`src/rtl/if_stage.sv`:
```
// Instruction-fetch stage: owns the PC, issues in-order imem requests, buffers responses and drives IF/ID.
// Optional macro IFETCH_PERF_EN adds the fetch_count / drop_count event counters.
`timescale 1ns/1ps

package if_stage_pkg;
    localparam int IFID_XLEN = 32;

    typedef struct packed {
        logic [31:0]          instr;
        logic [IFID_XLEN-1:0] PC;
        logic [IFID_XLEN-1:0] PCPlus4;
    } ifid_t;
endpackage

module if_stage
    import if_stage_pkg::*;
#(
    parameter int              XLEN     = IFID_XLEN,
    parameter logic [XLEN-1:0] RESET_PC = '0
) (
    input  logic            clk,
    input  logic            reset,
    output logic            imem_req_valid,
    input  logic            imem_req_ready,
    output logic [XLEN-1:0] imem_req_addr,
    input  logic            imem_rsp_valid,
    input  logic [31:0]     imem_rsp_data,
    input  logic            StallD,
    input  logic            FlushD,
    input  logic            PCSrcE,
    input  logic [XLEN-1:0] PCTargetE,
    output ifid_t           outputs,
    output logic            ValidD
`ifdef IFETCH_PERF_EN
    ,
    output logic [31:0]     fetch_count,
    output logic [31:0]     drop_count
`endif
);

    localparam logic [31:0] NOP    = 32'h0000_0013;
    localparam ifid_t       BUBBLE = '{instr: NOP, PC: '0, PCPlus4: '0};

    function automatic ifid_t make_entry(input logic [31:0] instr, input logic [XLEN-1:0] pc_in);
        ifid_t e;
        e.instr   = instr;
        e.PC      = pc_in;
        e.PCPlus4 = pc_in + XLEN'(4);
        return e;
    endfunction

    logic [XLEN-1:0] pc;
    logic [1:0]      inflight;
    logic [1:0]      discard;
    logic            tag_rd;
    logic            tag_wr;
    logic [XLEN-1:0] tag_pc [2];

    logic [1:0]      occ;
    logic            fifo_rd;
    logic            fifo_wr;
    logic [31:0]     fifo_instr [2];
    logic [XLEN-1:0] fifo_pc    [2];

    ifid_t           ifid_p1;
    logic            vld_p1;

    logic            pop;
    logic [2:0]      credit_used;
    logic            req_fire;
    logic            rsp_ok;
    logic            drop;
    logic            push;
    logic            bypass;
    logic            fifo_push;
    logic [1:0]      inflight_after_rsp;
    logic [XLEN-1:0] rsp_pc;

    // Request credits cover every word that may still land: in flight plus buffered.
    always_comb begin
        pop                = (occ != 2'd0) && !StallD && !FlushD;
        credit_used        = {1'b0, inflight} + {1'b0, occ} - {2'b00, pop};
        imem_req_valid     = reset && !PCSrcE && (credit_used < 3'd2);
        req_fire           = imem_req_valid && imem_req_ready;
        rsp_ok             = imem_rsp_valid && (inflight != 2'd0);
        drop               = rsp_ok && ((discard != 2'd0) || PCSrcE);
        push               = rsp_ok && !drop;
        bypass             = push && (occ == 2'd0) && !StallD && !FlushD;
        fifo_push          = push && !bypass;
        inflight_after_rsp = inflight - {1'b0, rsp_ok};
        rsp_pc             = tag_pc[tag_rd];
    end

    assign imem_req_addr = pc;

    // ---- stage p0: PC, request tracking and stale-response discard ----
    always_ff @(posedge clk or negedge reset) begin
        if (!reset) begin
            pc       <= RESET_PC;
            inflight <= 2'd0;
            discard  <= 2'd0;
            tag_rd   <= 1'b0;
            tag_wr   <= 1'b0;
        end else begin
            if (PCSrcE)
                pc <= PCTargetE;
            else if (req_fire)
                pc <= pc + XLEN'(4);

            inflight <= inflight_after_rsp + {1'b0, req_fire};

            if (PCSrcE)
                discard <= inflight_after_rsp;
            else if (drop && (discard != 2'd0))
                discard <= discard - 2'd1;

            if (req_fire)
                tag_wr <= !tag_wr;
            if (rsp_ok)
                tag_rd <= !tag_rd;
        end
    end

    always_ff @(posedge clk) begin
        if (req_fire)
            tag_pc[tag_wr] <= pc;
    end

    // Two-entry response queue; a redirect empties it in one cycle.
    always_ff @(posedge clk or negedge reset) begin
        if (!reset) begin
            occ     <= 2'd0;
            fifo_rd <= 1'b0;
            fifo_wr <= 1'b0;
        end else if (PCSrcE) begin
            occ     <= 2'd0;
            fifo_rd <= 1'b0;
            fifo_wr <= 1'b0;
        end else begin
            occ <= occ + {1'b0, fifo_push} - {1'b0, pop};
            if (fifo_push)
                fifo_wr <= !fifo_wr;
            if (pop)
                fifo_rd <= !fifo_rd;
        end
    end

    always_ff @(posedge clk) begin
        if (fifo_push) begin
            fifo_instr[fifo_wr] <= imem_rsp_data;
            fifo_pc[fifo_wr]    <= rsp_pc;
        end
    end

    // ---- stage p1: IF/ID register (empty queue lets the response bypass straight in) ----
    always_ff @(posedge clk or negedge reset) begin
        if (!reset) begin
            ifid_p1 <= BUBBLE;
            vld_p1  <= 1'b0;
        end else if (FlushD || PCSrcE) begin
            ifid_p1 <= BUBBLE;
            vld_p1  <= 1'b0;
        end else if (StallD) begin
            ifid_p1 <= ifid_p1;
            vld_p1  <= vld_p1;
        end else if (occ != 2'd0) begin
            ifid_p1 <= make_entry(fifo_instr[fifo_rd], fifo_pc[fifo_rd]);
            vld_p1  <= 1'b1;
        end else if (push) begin
            ifid_p1 <= make_entry(imem_rsp_data, rsp_pc);
            vld_p1  <= 1'b1;
        end else begin
            ifid_p1 <= BUBBLE;
            vld_p1  <= 1'b0;
        end
    end

    assign outputs = ifid_p1;
    assign ValidD  = vld_p1;

`ifdef IFETCH_PERF_EN
    always_ff @(posedge clk or negedge reset) begin
        if (!reset) begin
            fetch_count <= 32'd0;
            drop_count  <= 32'd0;
        end else begin
            if (push)
                fetch_count <= fetch_count + 32'd1;
            if (drop)
                drop_count <= drop_count + 32'd1;
        end
    end
`endif

`ifndef SYNTHESIS
    a_rsp_without_request: assert property (@(posedge clk) disable iff (!reset)
        !(imem_rsp_valid && (inflight == 2'd0)));
    a_credit_bound: assert property (@(posedge clk) disable iff (!reset)
        ({1'b0, inflight} + {1'b0, occ}) <= 3'd2);
    a_discard_bound: assert property (@(posedge clk) disable iff (!reset)
        discard <= inflight);
`endif

endmodule

```
`config.mk`:
```
export PLATFORM = sky130hd
export DESIGN_NAME = if_stage
export DESIGN_NICKNAME = d
export VERILOG_FILES = /design/src/rtl/if_stage.sv
export SDC_FILE = /design/constraint.sdc
export NUM_CORES = 1
export LEC_CHECK = 0
export ABC_AREA = 1
export CAP_MARGIN = 10
export CORE_ASPECT_RATIO = 0.5
export CORE_UTILIZATION = 55
export CTS_CLUSTER_DIAMETER = 120
export DETAILED_ROUTE_END_ITERATION = 6
export PLACE_DENSITY_LB_ADDON = 0.1
export SYNTH_ARGS = -nofsm -noshare
export SYNTH_HDL_FRONTEND = slang
export SYNTH_SLANG_ARGS = --single-unit
```
`constraint.sdc`:
```
create_clock -name clk -period 13.5 [get_ports clk]
set_input_delay 2.7 -clock clk [delete_from_list [all_inputs] [get_ports clk]]
set_output_delay 2.7 -clock clk [all_outputs]
set_load 0.02 [all_outputs]
```
==> qor.yml <==
placement:
  port_buffers: 200
  gp_congestion: 0.957
logic_synthesis:
  largest_area_cell: "edfxtp_1"
  syn_area_per_cell_um2: 9.09
  syn_area_um2: 15800
  top_area_share_pct: 36.4
  most_common_cell: "nand2_1"
  synthesis.nets: 1824
grt:
  grt-ovfl-total: 0
  antenna_found_initial: 0
routing:
  vias_per_cell: 5.64
  routed_wl_um: 44100
  drt-initial-drc-count: 1329
  drc: 0
timing:
  setup_viol: 0
  period_needed_ns: 8.37
  setup_tns_ns: 0
outcome:
  status: "finished, final reports clean"
floorplanning:
  die_width_um: 242
clock_network:
  clock_insertion_delay_worst_skew_ns: 0.57
  cts-buffers-inserted: 28
  post_cts_resized: 0
final_layout:
  fin_nets: 1997
  diodes: 0
  nFillCells: 2193
  layout-drive-gt1-share_pct: 8.05
setup_path:
  worstPathRequired_ns: 10.80
  crit_start: "StallD"
-- path summary, 6_finish.rpt --
kind	end	cells past startpoint
min reg2reg	outputs[13]	2
max reg2reg	imem_req_addr[27]	14
max in group asynchronous	fifo_rd	2
max	imem_req_valid	10
min in group asynchronous	imem_req_addr[7]	1
min	outputs[13]	2
-- per-stage QoR --
stage / area, µm² / setup WS [ns] / hold slack [ns] / power, mW / instances
4_1_cts: 19100 / 5.13 / 0.484 / 2.93 / 2319
5_1_grt: 19100 / 4.95 / 0.502 / 3.07 / 2319
3_3_place_gp: 18100 / 5.16 / 0.466 / 2.01 / 2267
2_1_floorplan: 15800 / 6.38 / 0.484 / 1.75 / 1742
6_report: 19100 / 5.13 / 0.482 / 2.94 / 2319
3_5_place_dp: 18100 / 5.15 / 0.466 / 2.03 / 2267
-- layer usage --
layer  vias to the layer above  global-route usage, %  routed length (µm)
li1                       6149                      -                   -
met1                      6310                   45.7               20400
met2                       559                   45.7               19300
met3                        52                   4.56                3650
met4                         0                   6.37                 726
met5                         -                      0                   0
-- cell usage in the layout (no fill, tap or decap), drive strengths merged, types with 18 or more instances in the layout --
master | netlist | layout
a21oi | 59 | 59
a31oi | 18 | 18
buf | 38 | 19
clkbuf | 37 | 32
clkdlybuf4s50 | 0 | 199
dfrtp | 134 | 134
edfxtp | 192 | 192
inv | 112 | 113
nand2 | 623 | 623
nand3 | 82 | 82
nand4 | 18 | 18
nor2 | 177 | 177
nor3 | 28 | 28
o21ai | 121 | 121
xor2 | 28 | 28
-- sequential cells by signal, indices dropped and copies added, names as in the netlist, 2 cells and up --
signal and cells:
outputs 94, fifo_instr 64, fifo_pc 64, tag_pc 64, imem_req_addr 32, discard 2, inflight 2, occ 2
-- kinds of logic (layout without fill, tap and decap cells) --
kind of cell / Yosys count / count (layout) / share of synthesized area (%)
simple gates: 940 / 940 / 25.1
fa+ha+maj: 11 / 11 / 0.916
mux: 1 / 1 / 0.0632
buf+inv: 188 / 383 / 5.32
compound gates: 240 / 240 / 8.74
flops: 329 / 329 / 58.1
xor+xnor: 33 / 33 / 1.82
-- power breakdown --
group	internal (mW)	leakage, nW	total [mW]	switching, mW
Sequential	1.17	3.56	1.24	0.0638
Clock	0.534	0.508	0.905	0.371
Combinational	0.229	3.67	0.795	0.567
-- worst max-delay path, cell delays in order --
cell and delay, ns:
clkdlybuf4s50_1 0.45, nor2_1 0.13, inv_1 0.09, nor2_1 0.22
ha_1 0.28, or2_2 0.30, fa_1 0.49, nand3_1 0.08
nor2_1 0.27, clkdlybuf4s50_1 0.66
-- area by class of cell --
| class | instances | area share, % |
|---|---|---|
| inverters | 113 | 2.25 |
| clock buffers | 32 | 3.91 |
| multi-input cells | 1225 | 30.5 |
| well taps | 382 | 2.50 |
| flip-flops and latches | 329 | 48.1 |
| repair buffers | 218 | 11.2 |
| clock inverters | 20 | 1.52 |
==> images/clock_nets.png <==
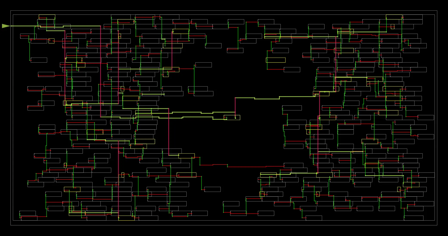
Power Clock: 0.905 mW
worst clock skew: 0.0226 ns

==> images/class_map.png <==
Drawn at 2 px/µm.
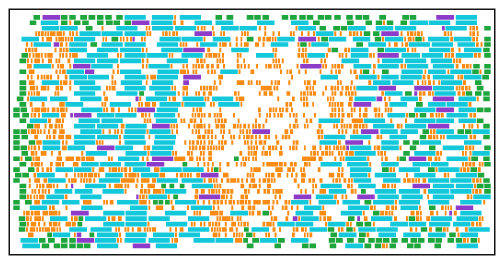
[clock drivers and dummy loads] purple | cells: 52
[sequential cells] cyan | cells: 329
[remaining buffers and delay cells] green | cells: 218
[remaining logic cells] orange | cells: 1338

==> images/route_heat.png <==
Drawn at 2 px/µm. 24 x 12 tiles, from dark purple (low) to yellow (high), scaled to the fullest tile. Values are wire area over tile area, all layers added.
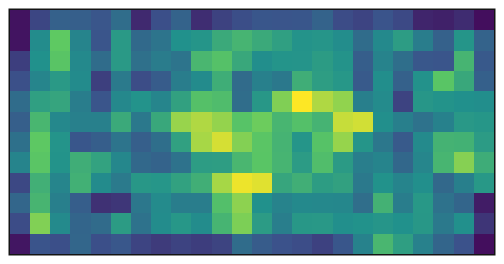
mean over tiles: 0.24
densest ninth of the die: centre
tiles over half the peak: 42%
fullest tile: 0.52

==> images/m3.png <==
Drawn at 2 px/µm.
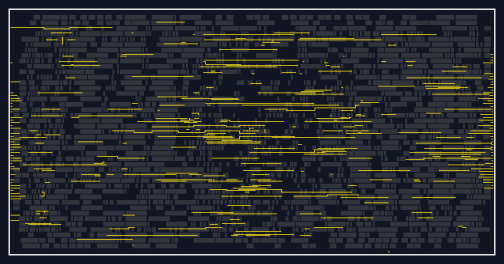
longest straight run: 54.3 µm
share of all routed wire: 8.3%

Power is estimated from default activity; no workload was simulated.
